===== src/rtl/overcurrent_monitor.sv =====
// rtl/overcurrent_monitor.sv - boxcar-averaged motor current with trip/cooldown/hold kill FSM
module overcurrent_monitor #(
    parameter int                 DATA_W          = 12,
    parameter int                 AVG_LOG2        = 3,
    parameter logic [DATA_W-1:0]  TRIP_LEVEL      = 12'd2048,
    parameter logic [DATA_W-1:0]  CLEAR_LEVEL     = 12'd1536,
    parameter int                 TRIP_COUNT      = 4,
    parameter int                 COOLDOWN_CYCLES = 100000000,
    parameter int                 CNT_W           = 27
) (
    input  logic              clk,
    input  logic              reset,
    input  logic [DATA_W-1:0] sample_in,
    input  logic              sample_valid,
    input  logic              fault_ack,
    output logic [DATA_W-1:0] avg_out,
    output logic              avg_valid,
    output logic              motor_kill,
    output logic              fault_latched,
    output logic [1:0]        state_out
);

    localparam int              WIN        = 1 << AVG_LOG2;
    localparam int              SUM_W      = DATA_W + AVG_LOG2;
    localparam logic [3:0]      TRIP_MAX   = 4'(TRIP_COUNT);
    localparam logic [CNT_W-1:0] TIMER_LOAD = CNT_W'(COOLDOWN_CYCLES - 1);

    typedef enum logic [1:0] {
        NORMAL   = 2'd0,
        TRIPPED  = 2'd1,
        COOLDOWN = 2'd2,
        HOLD     = 2'd3
    } state_t;

    logic [DATA_W-1:0] window [WIN];
    logic [SUM_W-1:0]  sum;
    logic [SUM_W-1:0]  sum_next;
    state_t            state;
    state_t            state_next;
    logic [3:0]        trip_cnt;
    logic [3:0]        trip_cnt_next;
    logic [CNT_W-1:0]  timer;
    logic [CNT_W-1:0]  timer_next;
    logic              avg_high;
    logic              avg_low;

    // Register the average from the updated sum so avg_valid lands one cycle after sample_valid.
    assign sum_next  = sum + SUM_W'(sample_in) - SUM_W'(window[WIN-1]);
    assign avg_high  = avg_valid && (avg_out >= TRIP_LEVEL);
    assign avg_low   = avg_valid && (avg_out < CLEAR_LEVEL);
    assign state_out = state;

    always_ff @(posedge clk) begin
        if (reset) begin
            for (int i = 0; i < WIN; i++) begin
                window[i] <= '0;
            end
            sum           <= '0;
            avg_out       <= '0;
            avg_valid     <= 1'b0;
            state         <= NORMAL;
            trip_cnt      <= '0;
            timer         <= '0;
            motor_kill    <= 1'b0;
            fault_latched <= 1'b0;
        end else begin
            avg_valid <= sample_valid;
            if (sample_valid) begin
                window[0] <= sample_in;
                for (int i = 1; i < WIN; i++) begin
                    window[i] <= window[i-1];
                end
                sum     <= sum_next;
                avg_out <= sum_next[SUM_W-1:AVG_LOG2];
            end
            state         <= state_next;
            trip_cnt      <= trip_cnt_next;
            timer         <= timer_next;
            motor_kill    <= (state_next != NORMAL);
            fault_latched <= (state_next != NORMAL);
        end
    end

    always_comb begin
        state_next    = state;
        trip_cnt_next = trip_cnt;
        timer_next    = timer;
        case (state)
            NORMAL: begin
                if (avg_valid) begin
                    if (avg_high) begin
                        if (trip_cnt >= TRIP_MAX - 4'd1) begin
                            state_next    = TRIPPED;
                            trip_cnt_next = '0;
                        end else begin
                            trip_cnt_next = trip_cnt + 4'd1;
                        end
                    end else begin
                        trip_cnt_next = '0;
                    end
                end
            end
            TRIPPED: begin
                if (avg_low) begin
                    state_next = COOLDOWN;
                    timer_next = TIMER_LOAD;
                end
            end
            COOLDOWN: begin
                // A re-trip wins over timer expiry in the same cycle.
                if (avg_high) begin
                    state_next = TRIPPED;
                end else if (timer == '0) begin
                    state_next = HOLD;
                end else begin
                    timer_next = timer - 1'b1;
                end
            end
            HOLD: begin
                if (fault_ack) begin
                    state_next = NORMAL;
                end
            end
            default: state_next = NORMAL;
        endcase
    end

endmodule


===== config.mk =====
export PLATFORM = sky130hd
export DESIGN_NAME = overcurrent_monitor
export DESIGN_NICKNAME = d
export VERILOG_FILES = /design/src/rtl/overcurrent_monitor.sv
export SDC_FILE = /design/constraint.sdc
export NUM_CORES = 1
export LEC_CHECK = 0
export CORE_UTILIZATION = 40
export CTS_CLUSTER_DIAMETER = 30
export DETAILED_ROUTE_END_ITERATION = 8
export SLEW_MARGIN = 30
export SYNTH_ARGS = -nofsm -noshare
export SYNTH_HDL_FRONTEND = slang
export SYNTH_SLANG_ARGS = --single-unit

===== constraint.sdc =====
create_clock -name clk -period 6.1 [get_ports clk]
set_input_delay 1.22 -clock clk [delete_from_list [all_inputs] [get_ports clk]]
set_output_delay 1.22 -clock clk [all_outputs]
set_load 0.005 [all_outputs]

**Run 1: register map, names as in the netlist**

Scale: 3 px per um. Other sequential cells in the stronger grey, the rest of the logic in the fainter grey.
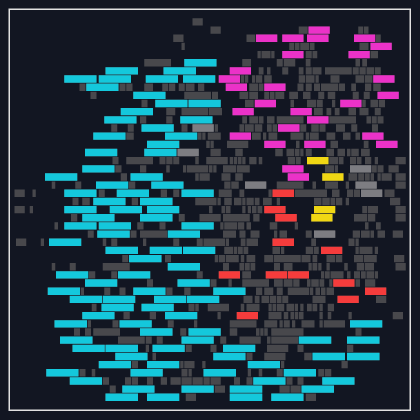
Key: `window` = cyan [sequential cells 96]; `trip_cnt` = yellow [sequential cells 4, where east]; `avg_out` = red [sequential cells 12]; `timer` = magenta [sequential cells 27]
Another 7 sequential cells are not coloured.
Sequential Area: 3880 sq um
sequential share of cell area: 49.2%
total sequential power: 1.19 mW

**Run 1: metal 3**

Scale: 4 px per um.
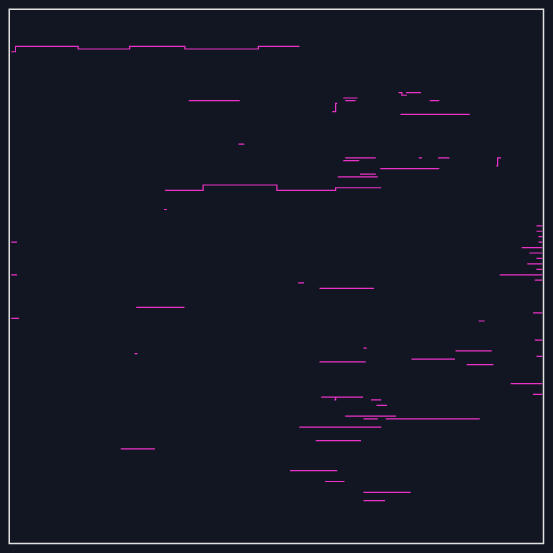
The layer holds 3.7% of the routed length. The longest straight run is 23.2 um. 38 nets have wire on it. The layer carries 464 um of wire. The wires run mostly horizontal.
GRT met3 Usage: 3.58%
wire length after detailed routing: 12500 um
via count of the routed design: 4443

==> out/highlights.md, run 1 <==
### Status
- run status: finished clean

### Final timing
- final number of setup-violating endpoints: 0
- Worst Hold Margin: 0.477 ns
- Final Hold Viols: 0
- final-report max-slew violation count: 0
- slew margin rel.: 49.4%
- max frequency: 0.254 GHz
- setup ws final: 2.17 ns
- Final Skew: 0.0101 ns
- final period demand of the worst path: 3.93 ns
- RSZ-0062 raised after global routing: false
- part of the cycle the worst path needs: 64.5%

### Min path
- source of the worst hold timing path: trip_cnt[3]$_SDFFE_PP0P_
- hold path depth: 1
- worst hold path class: register to register

### CTS
- worst skew pair latency: 0.42 ns
- TritonCTS sink count: 146
- clock buffer count from CTS: 17
- number of buffers inserted by hold repair at cts: 0
- TritonCTS clock tree: yes
- clock slew at the register clock pins of the worst setup and hold paths: 0.06 ns
- Max clock buf depth: 2
- maximum level of the CTS H-tree: 4
- master cell of the clock root buffer: clkbuf_16
- post-CTS repair timing setup buffer count: 0

### Synthesis
- largest cells by area after synthesis: edfxtp_1 42%, dfxtp_1 15%, and2_1 5.7%, fa_1 3.5%, ha_1 3.5%
- portion of the post-synthesis area used by sequential elements: 56.4%
- FF+latch count, synth: 146
- post-synthesis cell count: 614
- most instantiated cells after synthesis: 96 x edfxtp_1, 63 x and2_1, 57 x inv_1, 50 x dfxtp_1, 39 x nor2_1
- largest combinational cell category by area: simple AND/OR/NAND/NOR gates
- number of nets at floorplan: 661
- Synth async-reset ratio: 0%
- post-synthesis share of cell area spent on and-or and or-and gates: 8.36%
- post-synthesis instance area: 6880 sq um
- number of different library cells in the post-synthesis netlist: 55
- area fraction in and, or, nand and nor cells after synthesis: 18.7%
- Commonest flop: edfxtp_1
- top area contributor share: 41.9%
- ys cells: 614
- xor-xnor portion of the synthesized cell area: 2.93%
- dominant cell by count in the synthesized netlist: edfxtp_1
- mux frac, synth: 0.436%
- Synth area leader: edfxtp_1

### Worst setup path
- crit start category: input port
- worst setup path endpoint: avg_out[8]$_SDFFE_PP0P_
- Slowest-stage cell, CP: fa_1
- origin of the critical flop-to-flop path: sum[1]$_SDFFE_PP0P_
- worst reg2reg path endpoint: avg_out[8]$_SDFFE_PP0P_
- Critical Path Start: sample_in[1]
- maximum fanout along the worst path: 4
- delay of the slowest cell on the worst path: 0.59 ns
- data required time of the worst path: 6.38 ns
- depth of the critical timing path with buffers and inverters included: 11
- CP Buf/Inv Count: 3
- Data arrival, critical path: 4.21 ns
- Top cell by count, worst path: inv_1
- critical path start-end classification: input port to register
- crit path cell chain: clkdlybuf4s50_1, inv_1, fa_1, inv_1, ha_1, a211oi_1, o21bai_1, o41a_1, a311oi_1, xor2_1, o22ai_1

### Job
- OpenROAD warning count: 27
- MaxCap Viol Count: 0

### Placed design
- half-perimeter wire length of the detailed placement result: 8220 um
- Placer Congestion: 0.849
- Placement Cell Area: 7310 sq um
- worst slack at placement: 1.71 ns
- number of port buffers: 32
- instance count after placement with tap cells included: 831

### Final layout
- total number of nets in the final design: 677
- fill cell instance count of the final layout: 1511
- Inserted Diodes: 0
- total non-filler cell area in the finished layout: 7890 sq um
- Finished Core Util: 47.3%
- fraction of final layout cells with drive strength greater than 1: 7.00%

### Power
- total power draw: 2.93 mW
- largest vdd supply drop: 202 uV

### Detailed routing
- post-detailed-route via-to-cell ratio: 5.15
- violation count after the first detailed-routing iteration: 275
- drc violations: 0
- count of nets left with antenna violations after detail routing: 0

### Die
- core utilization before placement: 41.2%
- Ports: 33
- Chip Footprint: 17700 sq um
- horizontal extent of the die: 133 um
- core area: 16700 sq um
- Placement Rows: 47

### Global routing
- largest net degree at the start of global routing: 64
- global-route wire length before repair: 20700 um
- total grt overflow: 0
- vias in the first global route: 4170
- antenna violations before repair: 0

**Run 1: wiring heat map**

Scale: 3 px per um. The die is cut into 27 by 27 equal tiles; black is low, pale yellow is high, scaled to the fullest tile. Values are wire area over tile area, all layers added.
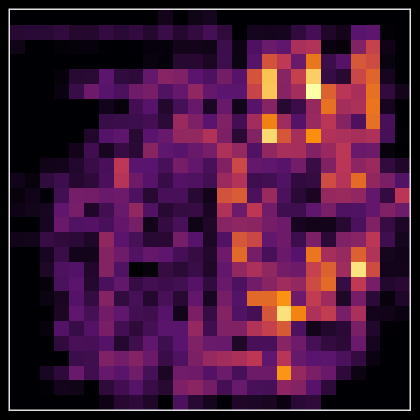
20% of the tiles are nearly empty. The emptiest ninth of the die: north-west. The mean over all tiles is 0.11. 7.1% of the tiles are over half the peak. The fullest tile reaches 0.53.
routed wire length per instance: 14.5 um
global routing usage summed across all routing layers: 15.0%

## run 1: layout by cell type (no fill, tap or decap), types with 9 or more instances in the layout
| master | count |
|---|---|
| edfxtp_1 | 96 |
| and2_1 | 63 |
| inv_1 | 55 |
| dfxtp_1 | 50 |
| nor2_1 | 39 |
| clkdlybuf4s50_1 | 31 |
| nor2b_1 | 28 |
| a21oi_1 | 26 |
| ha_1 | 19 |
| clkbuf_16 | 17 |
| nor3_1 | 15 |
| a211oi_1 | 14 |
| nand2_1 | 14 |
| o21ai_0 | 13 |
| xor2_1 | 12 |
| fa_1 | 12 |
| xnor2_1 | 11 |
| nor4_1 | 11 |
| nand2b_1 | 9 |
## run 1: layout make-up
cell class	count	area [sq um]	share of cell area, %
Sequential cell	146	3880	49.2
Multi-Input combinational cell	370	2570	32.6
Clock buffer	17	425	5.39
Timing Repair Buffer	38	360	4.57
Tap cell	220	275	3.49
Inverter	57	216	2.74
Clock inverter	15	158	2.00
## run 1: state kept, by name (all words and copies together) (netlist names)
name / cells
sum: 3
avg_out: 12
timer: 27
avg_valid: 1
trip_cnt: 4
fault_latched: 1
window: 96
state_out: 2
## run 1: where the power goes
part / internal, mW / leakage, nW / switching (mW)
registers: 1.14 / 1.46 / 0.0518
clock network: 0.605 / 0.280 / 0.418
logic: 0.328 / 1.36 / 0.387
total: 2.07 / 3.11 / 0.856
## run 1: routing by layer
| layer | routed length, um | part of all wire, % | track usage, % | vias up |
|---|---|---|---|---|
| met4 | 190 | 1.5 | 7.32 | 0 |
| met5 | 0 | 0 | 0 | - |
| li1 | - | - | - | 2160 |
| met2 | 5720 | 46 | 22.2 | 94 |
| met1 | 6140 | 49 | 20.7 | 2171 |
| met3 | 464 | 3.7 | 3.58 | 18 |
**Run 1: clock routing**

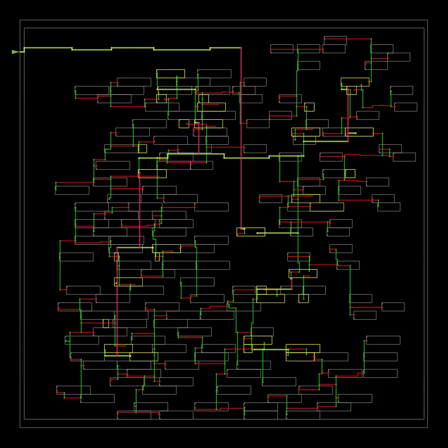

--- run 2 (diff from run 1) ---
==> constraint.sdc (replaced) <==
create_clock -name clk -period 3.73 [get_ports clk]
set_input_delay 0.746 -clock clk [delete_from_list [all_inputs] [get_ports clk]]
set_output_delay 0.746 -clock clk [all_outputs]
set_load 0.005 [all_outputs]
**Run 2: clock routing**

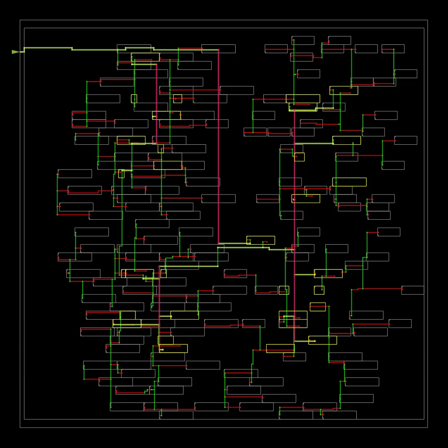
number of clock-tree buffers in the layout: 25
power of the clock network: 1.74 mW

**Run 2: metal 3**

Scale: 4 px per um.
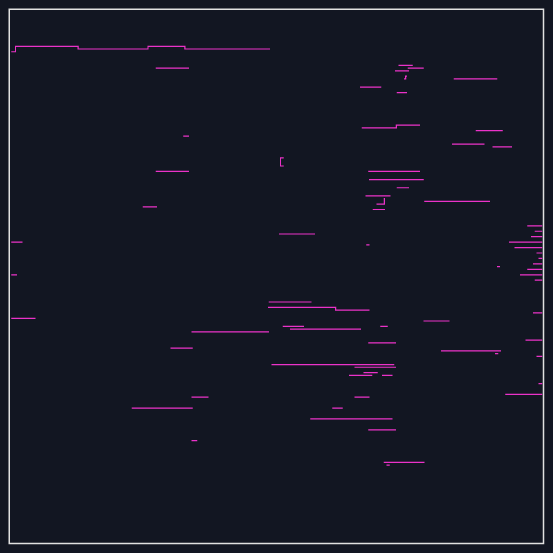
48 nets have wire on it. The longest straight run is 30.4 um.
via count of the routed design: 4475
wire length after detailed routing: 12800 um

**Run 2: register map, names as in the netlist**

Scale: 3 px per um. Other sequential cells in the stronger grey, the rest of the logic in the fainter grey.
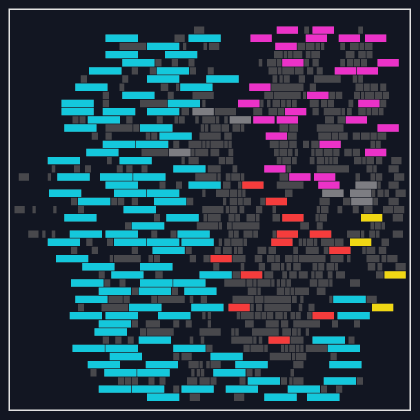
Key: `window` = cyan [sequential cells 96]; `avg_out` = red [sequential cells 12]; `timer` = magenta [sequential cells 27, where north-east]; `trip_cnt` = yellow [sequential cells 4]
total sequential power: 1.95 mW
sequential share of cell area: 48.8%
Finished Core Util: 47.7%

==> out/highlights.md, run 2 <==
### Synthesis
- portion of the post-synthesis area used by sequential elements: 56.4%
- dominant cell by count in the synthesized netlist: edfxtp_1
- number of nets at floorplan: 661
- Commonest flop: edfxtp_1
- largest cells by area after synthesis: edfxtp_1 42%, dfxtp_1 15%, and2_1 5.7%, fa_1 3.5%, ha_1 3.5%
- FF+latch count, synth: 146

### CTS
- clock buffer count from CTS: 17
- clock slew at the register clock pins of the worst setup and hold paths: 0.06 ns
- TritonCTS sink count: 146
- post-CTS repair timing setup buffer count: 0
- TritonCTS clock tree: yes
- master cell of the clock root buffer: clkbuf_16

### Final timing
- RSZ-0062 raised after global routing: false
- max frequency: 0.300 GHz
- Final Hold Viols: 0
- final period demand of the worst path: 3.34 ns
- slew margin rel.: 52.7%
- Worst Hold Margin: 0.482 ns
- part of the cycle the worst path needs: 89.4%
- final number of setup-violating endpoints: 0

### Die
- Ports: 33
- well tap count: 220
- Placement Rows: 47
- horizontal extent of the die: 133 um
- core utilization before placement: 41.2%

### Job
- OpenROAD warning count: 27
- MaxCap Viol Count: 0

### Final layout
- total number of nets in the final design: 683
- register bank with the most flops: window
- Multi-input comb cells: 370
- fill cell instance count of the final layout: 1508
- sequential cell count: 146
- Comb/total area: 32.3%
- cell type taking the most area: sequential cells
- Non-clock buffer share: 5.09%
- Inserted Diodes: 0
- Sequential Area: 3880 sq um
- fraction of final layout cells with drive strength greater than 1: 8.01%
- ClkCell Share: 7.65%
- Signal inverters: 57
- leading cell types in the layout, fill and taps excluded: 96 x edfxtp_1, 63 x and2_1, 56 x inv_1
- Regs by FF count: window (96), timer (27), avg_out (12)

### Worst setup path
- maximum fanout along the worst path: 3
- Data arrival, critical path: 3.62 ns
- Slowest-stage cell, CP: fa_1
- delay of the slowest cell on the worst path: 0.56 ns
- Top cell by count, worst path: inv_1
- critical path start-end classification: input port to register
- crit start category: input port
- data required time of the worst path: 4.02 ns
- crit path cell chain: clkdlybuf4s50_1, inv_1, fa_1, inv_1, ha_1, a211oi_1, o21bai_1, o41a_1, a311oi_1, xor2_1, o22ai_1

### Detailed routing
- post-detailed-route via-to-cell ratio: 5.15
- M1 WL: 6160 um
- met3 routed wirelength: 510 um
- routed wire length per instance: 14.8 um
- violation count after the first detailed-routing iteration: 388
- count of nets left with antenna violations after detail routing: 0

### Global routing
- met2 Use GR: 24.7%
- vias in the first global route: 4508
- highest-utilization routing layer at the global route stage: met2
- GRT met1 Usage: 20.7%
- largest net degree at the start of global routing: 66

### Status
- run status: finished clean

### Min path
- worst hold path class: register to register

### Power
- largest vdd supply drop: 305 uV

### Placed design
- Placer Congestion: 0.834
- instance count after placement with tap cells included: 837
- number of port buffers: 32

[run 2: cell counts after synthesis]
No cell type changed its count.
[run 2: power breakdown]
| part | switching [mW] | internal, mW | leakage, nW | total (mW) |
|---|---|---|---|---|
| Combinational | 0.659 | 0.572 | 1.40 | 1.23 |
| Sequential | 0.0873 | 1.86 | 1.46 | 1.95 |
| Clock | 0.648 | 1.09 | 0.306 | 1.74 |
| Total | 1.39 | 3.53 | 3.17 | 4.92 |
[run 2: critical path: cells and delay by family]
kind	cells	cell delay (ns)
AOI/OAI and AO/OA	5	1.27
adders and majority gates	2	0.87
xor gates and xnor gates	1	0.18
buffers and inverters	3	0.57
[run 2: logic make-up (layout without fill, tap and decap cells)]
| logic type | after synthesis | count (layout) | synth area share, % |
|---|---|---|---|
| mux | 3 | 3 | 0.436 |
| flops | 146 | 146 | 56.4 |
| buf+inv | 98 | 133 | 6.18 |
| xor+xnor | 23 | 23 | 2.93 |
| compound gates | 89 | 89 | 8.36 |
| simple gates | 224 | 224 | 18.7 |
| fa+ha+maj | 31 | 31 | 6.94 |
[run 2: stage by stage]
step,setup slack (ns),power [mW],area [sq um]
after floorplan,0.225,2.87,6880
after global placement,0.0255,3.16,7350
after detailed placement,-0.0319,3.20,7350
after CTS,0.390,4.96,7960
after global routing,0.264,5.21,7960
final,0.394,4.92,7960
[run 2: worst paths after layout]
path	from	cells after the start	slack, ns	to
max	sample_in[1]	11	0.39	avg_out[8]$_SDFFE_PP0P_
min	sum[1]$_SDFFE_PP0P_	2	0.48	sum[1]$_SDFFE_PP0P_
max reg2reg	window[1][37]$_SDFFCE_PP0P_	9	0.90	avg_out[8]$_SDFFE_PP0P_
min reg2reg	sum[1]$_SDFFE_PP0P_	2	0.48	sum[1]$_SDFFE_PP0P_
--- run 3 (diff from run 2) ---
--- a/config.mk
+++ b/config.mk
@@ -12,3 +12,4 @@
 export SYNTH_ARGS = -nofsm -noshare
 export SYNTH_HDL_FRONTEND = slang
 export SYNTH_SLANG_ARGS = --single-unit
+export TNS_END_PERCENT = 20
**Run 3: cells by drive strength**

Scale: 4 px per um.
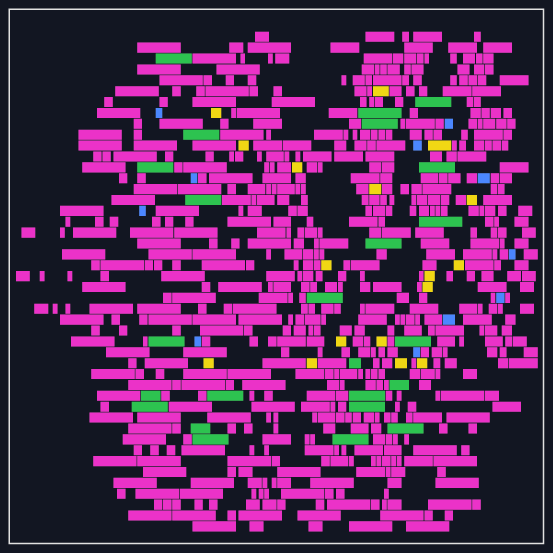
Key: _6 and larger = green [cells 24]; _0 and _1 cells = magenta [cells 597]; _3 and _4 cells = yellow [cells 17]; _2 cells = blue [cells 11]
Area growth, synth to finish: 15.7%
total non-filler cell area in the finished layout: 7960 sq um
non-clock buffer count in the final layout: 44

**Run 3: clock routing**

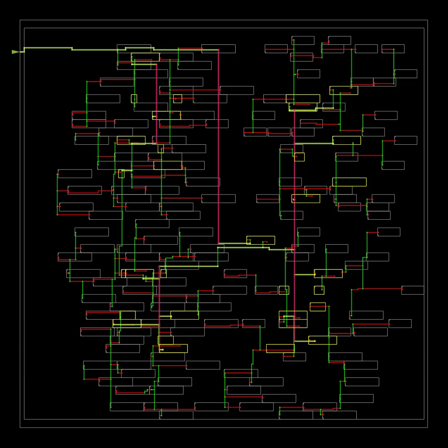
sequential cell count: 146
clock buffer count from CTS: 17
TritonCTS sink count: 146
worst skew pair latency: 0.42 ns
Final Skew: 0.0115 ns

==> out/highlights.md, run 3 <==
### Final timing
- max frequency: 0.300 GHz
- Worst Hold Margin: 0.482 ns
- part of the cycle the worst path needs: 89.4%
- RSZ-0062 raised after global routing: false

### Final layout
- leading cell types in the layout, fill and taps excluded: 96 x edfxtp_1, 63 x and2_1, 56 x inv_1
- Finished Core Util: 47.7%
- most common library cell in the layout ignoring fill and taps: edfxtp_1

### Detailed routing
- count of nets left with antenna violations after detail routing: 0
- post-detailed-route via-to-cell ratio: 5.15
- violation count after the first detailed-routing iteration: 388

### Worst setup path
- crit start category: input port
- delay of the slowest cell on the worst path: 0.56 ns
- delay-heaviest family, CP: AND-OR/OR-AND gates
- worst reg2reg path endpoint: avg_out[8]$_SDFFE_PP0P_
- origin of the critical flop-to-flop path: window[1][37]$_SDFFCE_PP0P_
- data required time of the worst path: 4.02 ns
- worst reg2reg path depth: 9
- worst setup path endpoint: avg_out[8]$_SDFFE_PP0P_

### Power
- comb pwr: 1.23 mW
- largest vdd supply drop: 305 uV
- clock share of power: 35.4%
- switching power summed over all nets: 1.39 mW
- Main power group: registers
- power of the clock network: 1.74 mW
- total sequential power: 1.95 mW
- total power draw: 4.92 mW

### Job
- OpenROAD warning count: 27

### Die
- Ports: 33
- horizontal extent of the die: 133 um
- core area: 16700 sq um
- Chip Footprint: 17700 sq um

### CTS
- TritonCTS clock tree: yes
- Max clock buf depth: 2
- master cell of the clock root buffer: clkbuf_16
- clock slew at the register clock pins of the worst setup and hold paths: 0.06 ns
- maximum level of the CTS H-tree: 4

### Global routing
- largest net degree at the start of global routing: 66
- GRT met1 Usage: 20.7%
- highest-utilization routing layer at the global route stage: met2

### Placed design
- half-perimeter wire length of the detailed placement result: 8170 um
- number of port buffers: 32
- Placer Congestion: 0.834
- instance count after placement with tap cells included: 837
- worst slack at placement: -0.0319 ns

### Synthesis
- dominant cell by count in the synthesized netlist: edfxtp_1
- number of nets at floorplan: 661
- post-synthesis cell count: 614
- most instantiated cells after synthesis: 96 x edfxtp_1, 63 x and2_1, 57 x inv_1, 50 x dfxtp_1, 39 x nor2_1
- Synth area leader: edfxtp_1

### Status
- run status: finished clean

**Run 3: wiring heat map**

Scale: 3 px per um. The die is cut into 27 by 27 equal tiles; black is low, pale yellow is high, scaled to the fullest tile. Values are wire area over tile area, all layers added.
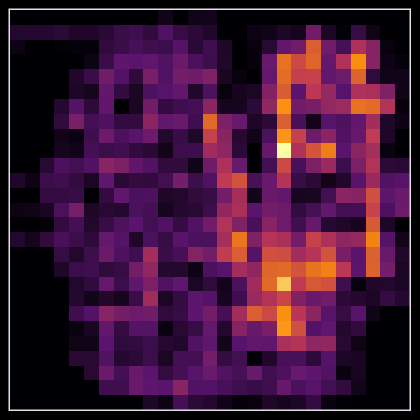
21% of the tiles are nearly empty. The fullest tile reaches 0.60. 7.4% of the tiles are over half the peak. The mean over all tiles is 0.11. The densest ninth of the die: east.
global routing usage summed across all routing layers: 15.9%
routed wire length per instance: 14.8 um

==> run 3: cell counts in the layout (fill, tap and decap cells not counted) <==
No cell type changed its count.
==> run 3: layer usage <==
| metal | part of all wire (%) | routed length, um | up-vias |
|---|---|---|---|
| met5 | 0 | 0 | - |
| met4 | 2.2 | 283 | 0 |
| met3 | 4.0 | 510 | 23 |
| met2 | 46 | 5870 | 107 |
| met1 | 48 | 6160 | 2172 |
| li1 | - | - | 2173 |
==> run 3: cell families (layout without fill, tap and decap cells) <==
kind of cell,count (synthesis),in the layout,synth area share (%)
xor+xnor,23,23,2.93
compound gates,89,89,8.36
mux,3,3,0.436
buf+inv,98,133,6.18
flops,146,146,56.4
fa+ha+maj,31,31,6.94
simple gates,224,224,18.7
==> run 3: how the worst min path moves through the flow <==
stage,from,end,slack [ns],cells past startpoint
6_report,sum[1]$_SDFFE_PP0P_,sum[1]$_SDFFE_PP0P_,0.48,2
3_3_place_gp,trip_cnt[0]$_SDFFE_PP0P_,trip_cnt[0]$_SDFFE_PP0P_,0.45,2
3_5_place_dp,sum[1]$_SDFFE_PP0P_,sum[1]$_SDFFE_PP0P_,0.47,2
4_1_cts,sum[1]$_SDFFE_PP0P_,sum[1]$_SDFFE_PP0P_,0.48,2
2_1_floorplan,trip_cnt[0]$_SDFFE_PP0P_,trip_cnt[0]$_SDFFE_PP0P_,0.44,2
5_1_grt,sum[1]$_SDFFE_PP0P_,sum[1]$_SDFFE_PP0P_,0.51,2
==> run 3: area by class of cell <==
type                            count  area (sq um)
Clock buffer                       25           513
Clock inverter                      7          96.3
Fill cell                        1508          8740
Inverter                           57           215
Multi-Input combinational cell    370          2570
Sequential cell                   146          3880
Tap cell                          220           275
Timing Repair Buffer               44           405
Power and IR drop assume default switching activity.
